Floorplan with the power grid:
Pins as bars on the die edge. Tap cells in grey.
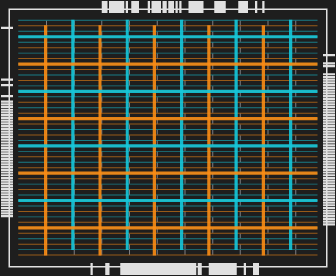
Routed clock nets over the placement:
Bar = 50 µm.
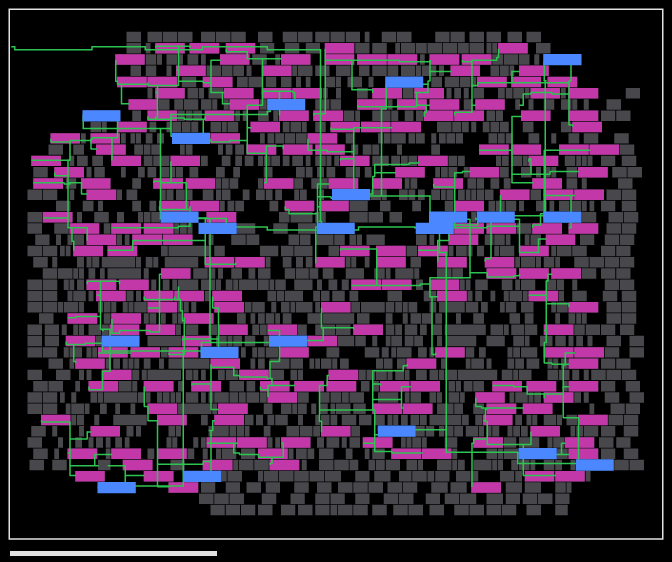
Cells coloured by class:
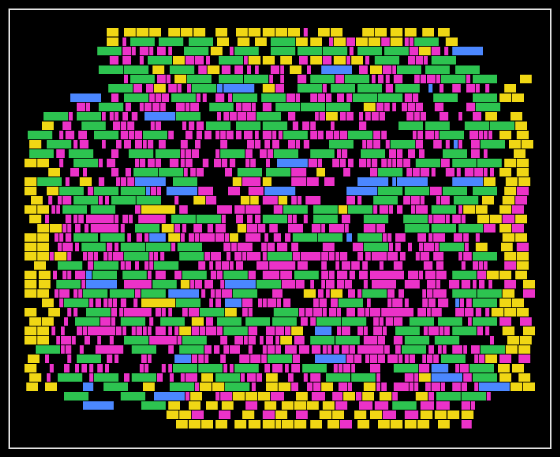
Routing congestion map:
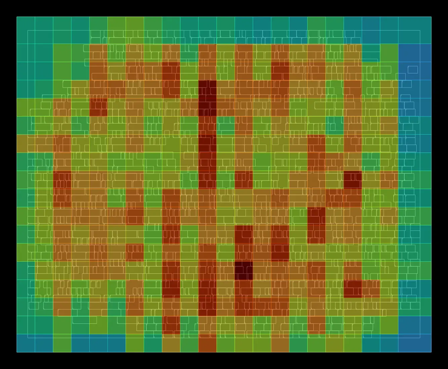
### src/rtl/mem_port_arbiter_pkg.sv
// ----------------------------------------------------------------------------
// mem_port_arbiter_pkg
// Shared definitions for the byte-wide RAM port arbiter: FSM state encoding,
// mem_len encodings and the length-to-byte-count decode.
// ----------------------------------------------------------------------------
package mem_port_arbiter_pkg;

    typedef enum logic [2:0] {
        ST_IDLE,
        ST_RD_IF,
        ST_RD_MEM,
        ST_WR_MEM,
        ST_DONE
    } state_t;

    localparam logic [1:0] LEN_B = 2'd0;
    localparam logic [1:0] LEN_H = 2'd1;
    localparam logic [1:0] LEN_W = 2'd2;

    // Instruction fetches are always a full word.
    localparam logic [2:0] IF_BYTES = 3'd4;

    // Illegal encoding 3 falls through to a word transfer.
    function automatic logic [2:0] len_to_bytes(input logic [1:0] len);
        case (len)
            LEN_B:   return 3'd1;
            LEN_H:   return 3'd2;
            default: return 3'd4;
        endcase
    endfunction

endpackage

### src/rtl/mem_port_arbiter.sv
// ----------------------------------------------------------------------------
// mem_port_arbiter
// Shares one byte-wide RAM port between instruction fetch (IF) and the MEM
// stage. 1/2/4-byte transfers are serialised into per-byte RAM cycles and
// words are assembled/split little-endian. Stall outputs hold the requesting
// pipeline stage while its transfer is outstanding.
//
// Ports
//   clk, rst            rising-edge clock, synchronous active-low reset
//   flush               cancels an in-flight or pending IF transfer
//   if_req/if_addr      IF 4-byte read request and byte address
//   if_data/if_done     assembled instruction, one-cycle completion pulse
//   mem_req/mem_we      MEM load/store request (we=1 store)
//   mem_len/mem_addr    0=byte 1=half 2/3=word, byte address
//   mem_wdata           store data (low bytes used)
//   mem_rdata/mem_done  zero-extended load data, one-cycle completion pulse
//   ram_addr/ram_wr     registered RAM byte address and write strobe
//   ram_dout/ram_din    RAM write byte / read byte (din valid one cycle
//                       after its address is presented)
//   stall_if/stall_mem  request pending and not completing this cycle
// ----------------------------------------------------------------------------
module mem_port_arbiter
    import mem_port_arbiter_pkg::*;
#(
    parameter int unsigned ADDR_W = 32
) (
    input  logic              clk,
    input  logic              rst,
    input  logic              flush,
    input  logic              if_req,
    input  logic [ADDR_W-1:0] if_addr,
    output logic [31:0]       if_data,
    output logic              if_done,
    input  logic              mem_req,
    input  logic              mem_we,
    input  logic [1:0]        mem_len,
    input  logic [ADDR_W-1:0] mem_addr,
    input  logic [31:0]       mem_wdata,
    output logic [31:0]       mem_rdata,
    output logic              mem_done,
    output logic [ADDR_W-1:0] ram_addr,
    output logic              ram_wr,
    output logic [7:0]        ram_dout,
    input  logic [7:0]        ram_din,
    output logic              stall_if,
    output logic              stall_mem
);

    state_t            state_q, state_d;
    logic [2:0]        cnt_q, cnt_d;
    logic [2:0]        nbytes_q, nbytes_d;
    logic [ADDR_W-1:0] base_q, base_d;
    logic [31:0]       wdata_q, wdata_d;
    logic [31:0]       asm_q, asm_d;
    logic [ADDR_W-1:0] ram_addr_q, ram_addr_d;
    logic              ram_wr_q, ram_wr_d;
    logic [7:0]        ram_dout_q, ram_dout_d;
    logic [31:0]       if_data_q, if_data_d;
    logic [31:0]       mem_rdata_q, mem_rdata_d;
    logic              if_done_q, if_done_d;
    logic              mem_done_q, mem_done_d;

    // cnt counts edges spent in a transfer state. At edge with cnt=c the
    // byte addressed c cycles earlier (lane c-1) is on ram_din, and the
    // address/write for byte c+1 is issued. Reads and writes share this
    // timing so both complete N+1 edges after accept.
    logic [2:0]  cnt_nxt;
    logic [1:0]  cap_lane;
    logic [1:0]  wr_lane;
    logic [31:0] asm_merged;
    logic        is_read;

    assign cnt_nxt  = cnt_q + 3'd1;
    assign cap_lane = 2'(cnt_q - 3'd1);
    assign wr_lane  = 2'(cnt_nxt);
    assign is_read  = (state_q == ST_RD_IF) || (state_q == ST_RD_MEM);

    always_comb begin
        asm_merged = asm_q;
        asm_merged[{cap_lane, 3'b000} +: 8] = ram_din;
    end

    always_comb begin
        state_d     = state_q;
        cnt_d       = cnt_q;
        nbytes_d    = nbytes_q;
        base_d      = base_q;
        wdata_d     = wdata_q;
        asm_d       = asm_q;
        ram_addr_d  = ram_addr_q;
        ram_wr_d    = 1'b0;
        ram_dout_d  = ram_dout_q;
        if_data_d   = if_data_q;
        mem_rdata_d = mem_rdata_q;
        if_done_d   = 1'b0;
        mem_done_d  = 1'b0;

        case (state_q)
            ST_IDLE: begin
                // MEM first: it carries the older instruction.
                if (mem_req) begin
                    base_d     = mem_addr;
                    nbytes_d   = len_to_bytes(mem_len);
                    wdata_d    = mem_wdata;
                    asm_d      = '0;
                    cnt_d      = '0;
                    ram_addr_d = mem_addr;
                    if (mem_we) begin
                        ram_wr_d   = 1'b1;
                        ram_dout_d = mem_wdata[7:0];
                        state_d    = ST_WR_MEM;
                    end else begin
                        state_d    = ST_RD_MEM;
                    end
                end else if (if_req && !flush) begin
                    base_d     = if_addr;
                    nbytes_d   = IF_BYTES;
                    asm_d      = '0;
                    cnt_d      = '0;
                    ram_addr_d = if_addr;
                    state_d    = ST_RD_IF;
                end
            end

            ST_RD_IF, ST_RD_MEM, ST_WR_MEM: begin
                if (state_q == ST_RD_IF && flush) begin
                    state_d = ST_IDLE;
                end else begin
                    cnt_d = cnt_nxt;
                    if (is_read && cnt_q != 3'd0) begin
                        asm_d = asm_merged;
                    end
                    if (cnt_nxt < nbytes_q) begin
                        ram_addr_d = base_q + ADDR_W'(cnt_nxt);
                        if (state_q == ST_WR_MEM) begin
                            ram_wr_d   = 1'b1;
                            ram_dout_d = wdata_q[{wr_lane, 3'b000} +: 8];
                        end
                    end
                    if (cnt_q == nbytes_q) begin
                        state_d = ST_DONE;
                        case (state_q)
                            ST_RD_IF: begin
                                if_data_d = asm_merged;
                                if_done_d = 1'b1;
                            end
                            ST_RD_MEM: begin
                                mem_rdata_d = asm_merged;
                                mem_done_d  = 1'b1;
                            end
                            default: begin
                                mem_done_d = 1'b1;
                            end
                        endcase
                    end
                end
            end

            ST_DONE: begin
                state_d = ST_IDLE;
            end

            default: begin
                state_d = ST_IDLE;
            end
        endcase
    end

    always_ff @(posedge clk) begin
        if (!rst) begin
            state_q     <= ST_IDLE;
            cnt_q       <= '0;
            nbytes_q    <= '0;
            base_q      <= '0;
            wdata_q     <= '0;
            asm_q       <= '0;
            ram_addr_q  <= '0;
            ram_wr_q    <= 1'b0;
            ram_dout_q  <= '0;
            if_data_q   <= '0;
            mem_rdata_q <= '0;
            if_done_q   <= 1'b0;
            mem_done_q  <= 1'b0;
        end else begin
            state_q     <= state_d;
            cnt_q       <= cnt_d;
            nbytes_q    <= nbytes_d;
            base_q      <= base_d;
            wdata_q     <= wdata_d;
            asm_q       <= asm_d;
            ram_addr_q  <= ram_addr_d;
            ram_wr_q    <= ram_wr_d;
            ram_dout_q  <= ram_dout_d;
            if_data_q   <= if_data_d;
            mem_rdata_q <= mem_rdata_d;
            if_done_q   <= if_done_d;
            mem_done_q  <= mem_done_d;
        end
    end

    assign ram_addr  = ram_addr_q;
    assign ram_wr    = ram_wr_q;
    assign ram_dout  = ram_dout_q;
    assign if_data   = if_data_q;
    assign mem_rdata = mem_rdata_q;
    assign mem_done  = mem_done_q;

    // A mispredict arriving in the DONE cycle kills the fetch result, so the
    // registered pulse is gated by the live flush.
    assign if_done   = if_done_q && !flush;

    assign stall_if  = if_req && !if_done;
    assign stall_mem = mem_req && !mem_done;

endmodule

### config.mk
export PLATFORM = sky130hd
export DESIGN_NAME = mem_port_arbiter
export DESIGN_NICKNAME = d
export VERILOG_FILES = /design/src/rtl/mem_port_arbiter_pkg.sv /design/src/rtl/mem_port_arbiter.sv
export SDC_FILE = /design/constraint.sdc
export NUM_CORES = 1
export LEC_CHECK = 0
export ABC_AREA = 0
export CAP_MARGIN = 20
export CORE_ASPECT_RATIO = 0.8
export CORE_MARGIN = 4
export CORE_UTILIZATION = 54
export DETAILED_ROUTE_END_ITERATION = 6
export GPL_ROUTABILITY_DRIVEN = 0
export MAX_ROUTING_LAYER = met4
export PLACE_DENSITY = 0.85
export SYNTH_ARGS = -nofsm -noshare
export SYNTH_HDL_FRONTEND = slang
export SYNTH_SLANG_ARGS = --single-unit
### constraint.sdc
create_clock -name clk -period 10.4 [get_ports clk]
set_input_delay 1.04 -clock clk [delete_from_list [all_inputs] [get_ports clk]]
set_output_delay 1.04 -clock clk [all_outputs]
set_load 0.05 [all_outputs]
==> results_slide.txt <==
Run Summary

Logic synthesis
  • Ys flop type: dfxtp_1
  • Yosys top cell by area: dfxtp_1
  • Yosys Chip Area: just under 10000 µm²
  • Cell count after synthesis: 1124
  • Ys cells: approximately 1100
  • Netlist Area Pre-Place: around 9600 µm²
  • Most common cell in the synthesized netlist: dfxtp_1
  • Async S/R FF share, synth: 0
  • Seq share, synth: 0.440
  • XOR/XNOR Area Share: 0.0263
  • Unique cell types: slightly below 70
  • Mux frac, synth: 0.0529
  • Adder share: 0.0176
  • Top-area cell type share of the netlist area: 0.440
  • Post-synth top cells: 212 x dfxtp_1, 169 x nor2_1, 129 x a21oi_1, 128 x nand2_1, 92 x a211oi_1
  • Simple-gate area share of the yosys netlist: 0.217

Power
  • Leak pwr: between 4 and 5 nW
  • Design Power: about 2.3 mW
  • Seq. pwr: between 0.9 and 1 mW
  • P per Cell Area: around 180 nW/µm²
  • Power Clock: about 0.71 mW
  • Switching power: about 0.76 mW
  • Maximum VDD drop: roughly 130 µV
  • Logic pwr share: 0.273
  • Sw Share: 0.333
  • Clock power share: 0.310
  • Power Internal: 1.52 mW

Worst setup path
  • CP max FO: 18
  • CP startpoint kind: register
  • R2R depth: 9
  • Setup crit end kind: register
  • CP endpoint: ram_addr[24]$_SDFFE_PN0P_
  • Register-to-register setup slack: approximately 6.2 ns
  • Crit Path Class: register to register

Hold path
  • Hold Path Class: register to register
  • Hold Path Depth: 2
  • HP Start: ram_addr[1]$_SDFFE_PN0P_

Timing
  • Final Hold Viols: 0
  • Minimum clock period: roughly 4.2 ns
  • Layout Skew: between 0.01 and 0.015 ns
  • Fin. max-slew vios: 0
  • Hold Slack: roughly 0.45 ns
  • RSZ-0062 raised after global routing: no
  • Setup TNS: 0 ns
  • Slew @ Worst Pin: slightly above 1 ns
  • Final WS setup: slightly above 6 ns
  • Final-report setup violation count: 0

Layout
  • MI comb area: 4970 µm²
  • Final Non-Filler Cells: between 1500 and 2000
  • N_diodes: 0
  • Layout Nets: around 1400
  • Highest-count logic cell in the final layout: clkdlybuf4s50_1

Global routing
  • Largest net degree at the start of global routing: 94
  • Gr ovfl total: 0
  • Gr busiest metal: met2

CTS
  • Clock sinks: approximately 210
  • H-tree levels: 1
  • Post-CTS setup buffer count: 0
  • Hold buffers post-CTS: 0
  • Post_cts resized: 0
  • CTS tree: done
  • Clk pin slew, worst setup/hold paths: 0.06 ns
  • Clk Latency, worst-skew pair: 0.49 ns

Die
  • Row count: around 43
  • Core footprint: ~17000 µm²
  • Chip area: approximately 20000 µm²

Placement
  • Port Buf Inserts: about 220
  • Total placed instance area: 11800 µm²
  • Pre-CTS WS: 6.07 ns

Drt
  • Routed met2 length: about 12000 µm
  • Metal3 WL: ~2500 µm
  • Routed len/inst: around 17 µm
  • Post-route DRC: 0
  • Post-Route WL: between 20000 and 30000 µm
  • First-pass detailed-route iteration total: 5
  • Iter 0 DRT Violations: about 760

Run status
  • Outcome: finished clean

Job
  • OpenROAD warnings: 31
  • Max Cap Violations: 0
## Picture notes: 'floorplan with the power grid'
| net | colour |
|---|---|
| VDD | cyan |
| VSS | orange |
rows: 43
tap cells: 225
signal pins: 221
met1 rails: 44

## Picture notes: 'routed clock nets over the placement'
[clock-net drivers] blue | count: 21
[flip-flops] magenta | count: 212
[clock wires] green | length: 2320 µm
flops lie: widely spread
routed clock nets: 22

## Picture notes: 'cells coloured by class'
| class | colour | cells | share of their area |
|---|---|---|---|
| registers | green | 212 | 35% |
| remaining logic cells | magenta | 830 | 41% |
| remaining buffers and delay cells | yellow | 232 | 19% |
| clock drivers and dummy loads | blue | 35 | 5.2% |

## Picture notes: 'routing congestion map'
met2 usage: 0.412
met3 Resource Use GR: 0.0498
Final Util: 0.717
met1 GRT Util: 0.365
total track usage: 0.265

==> critical path, cell delays in order (launching register included) <==
cell       delay, ns
dfxtp_1         0.83
inv_1           0.26
ha_1            0.88
inv_1           0.22
fa_1            0.49
and2b_1         0.35
o2111ai_4       0.28
nor4_1          0.50
xnor2_1         0.18
o22ai_1         0.10
==> layout make-up <==
class | count | share of cell area
clock inverter | 4 | 0.00190
inverter | 11 | 0.00350
multi-input combinational | 819 | 0.397
clock buffer | 31 | 0.0490
tap | 225 | 0.0225
timing repair buffer | 232 | 0.186
sequential | 212 | 0.339
==> registers in the layout (all words and copies together), names as in the netlist, 3 cells and up <==
name and flops:
wdata_q 32, mem_rdata 32, cnt_q 3, base_q 32, state_q 3, ram_addr 32, if_data 32, ram_dout 8
nbytes_q 3, asm_q 32
Power is estimated from default activity; no workload was simulated.
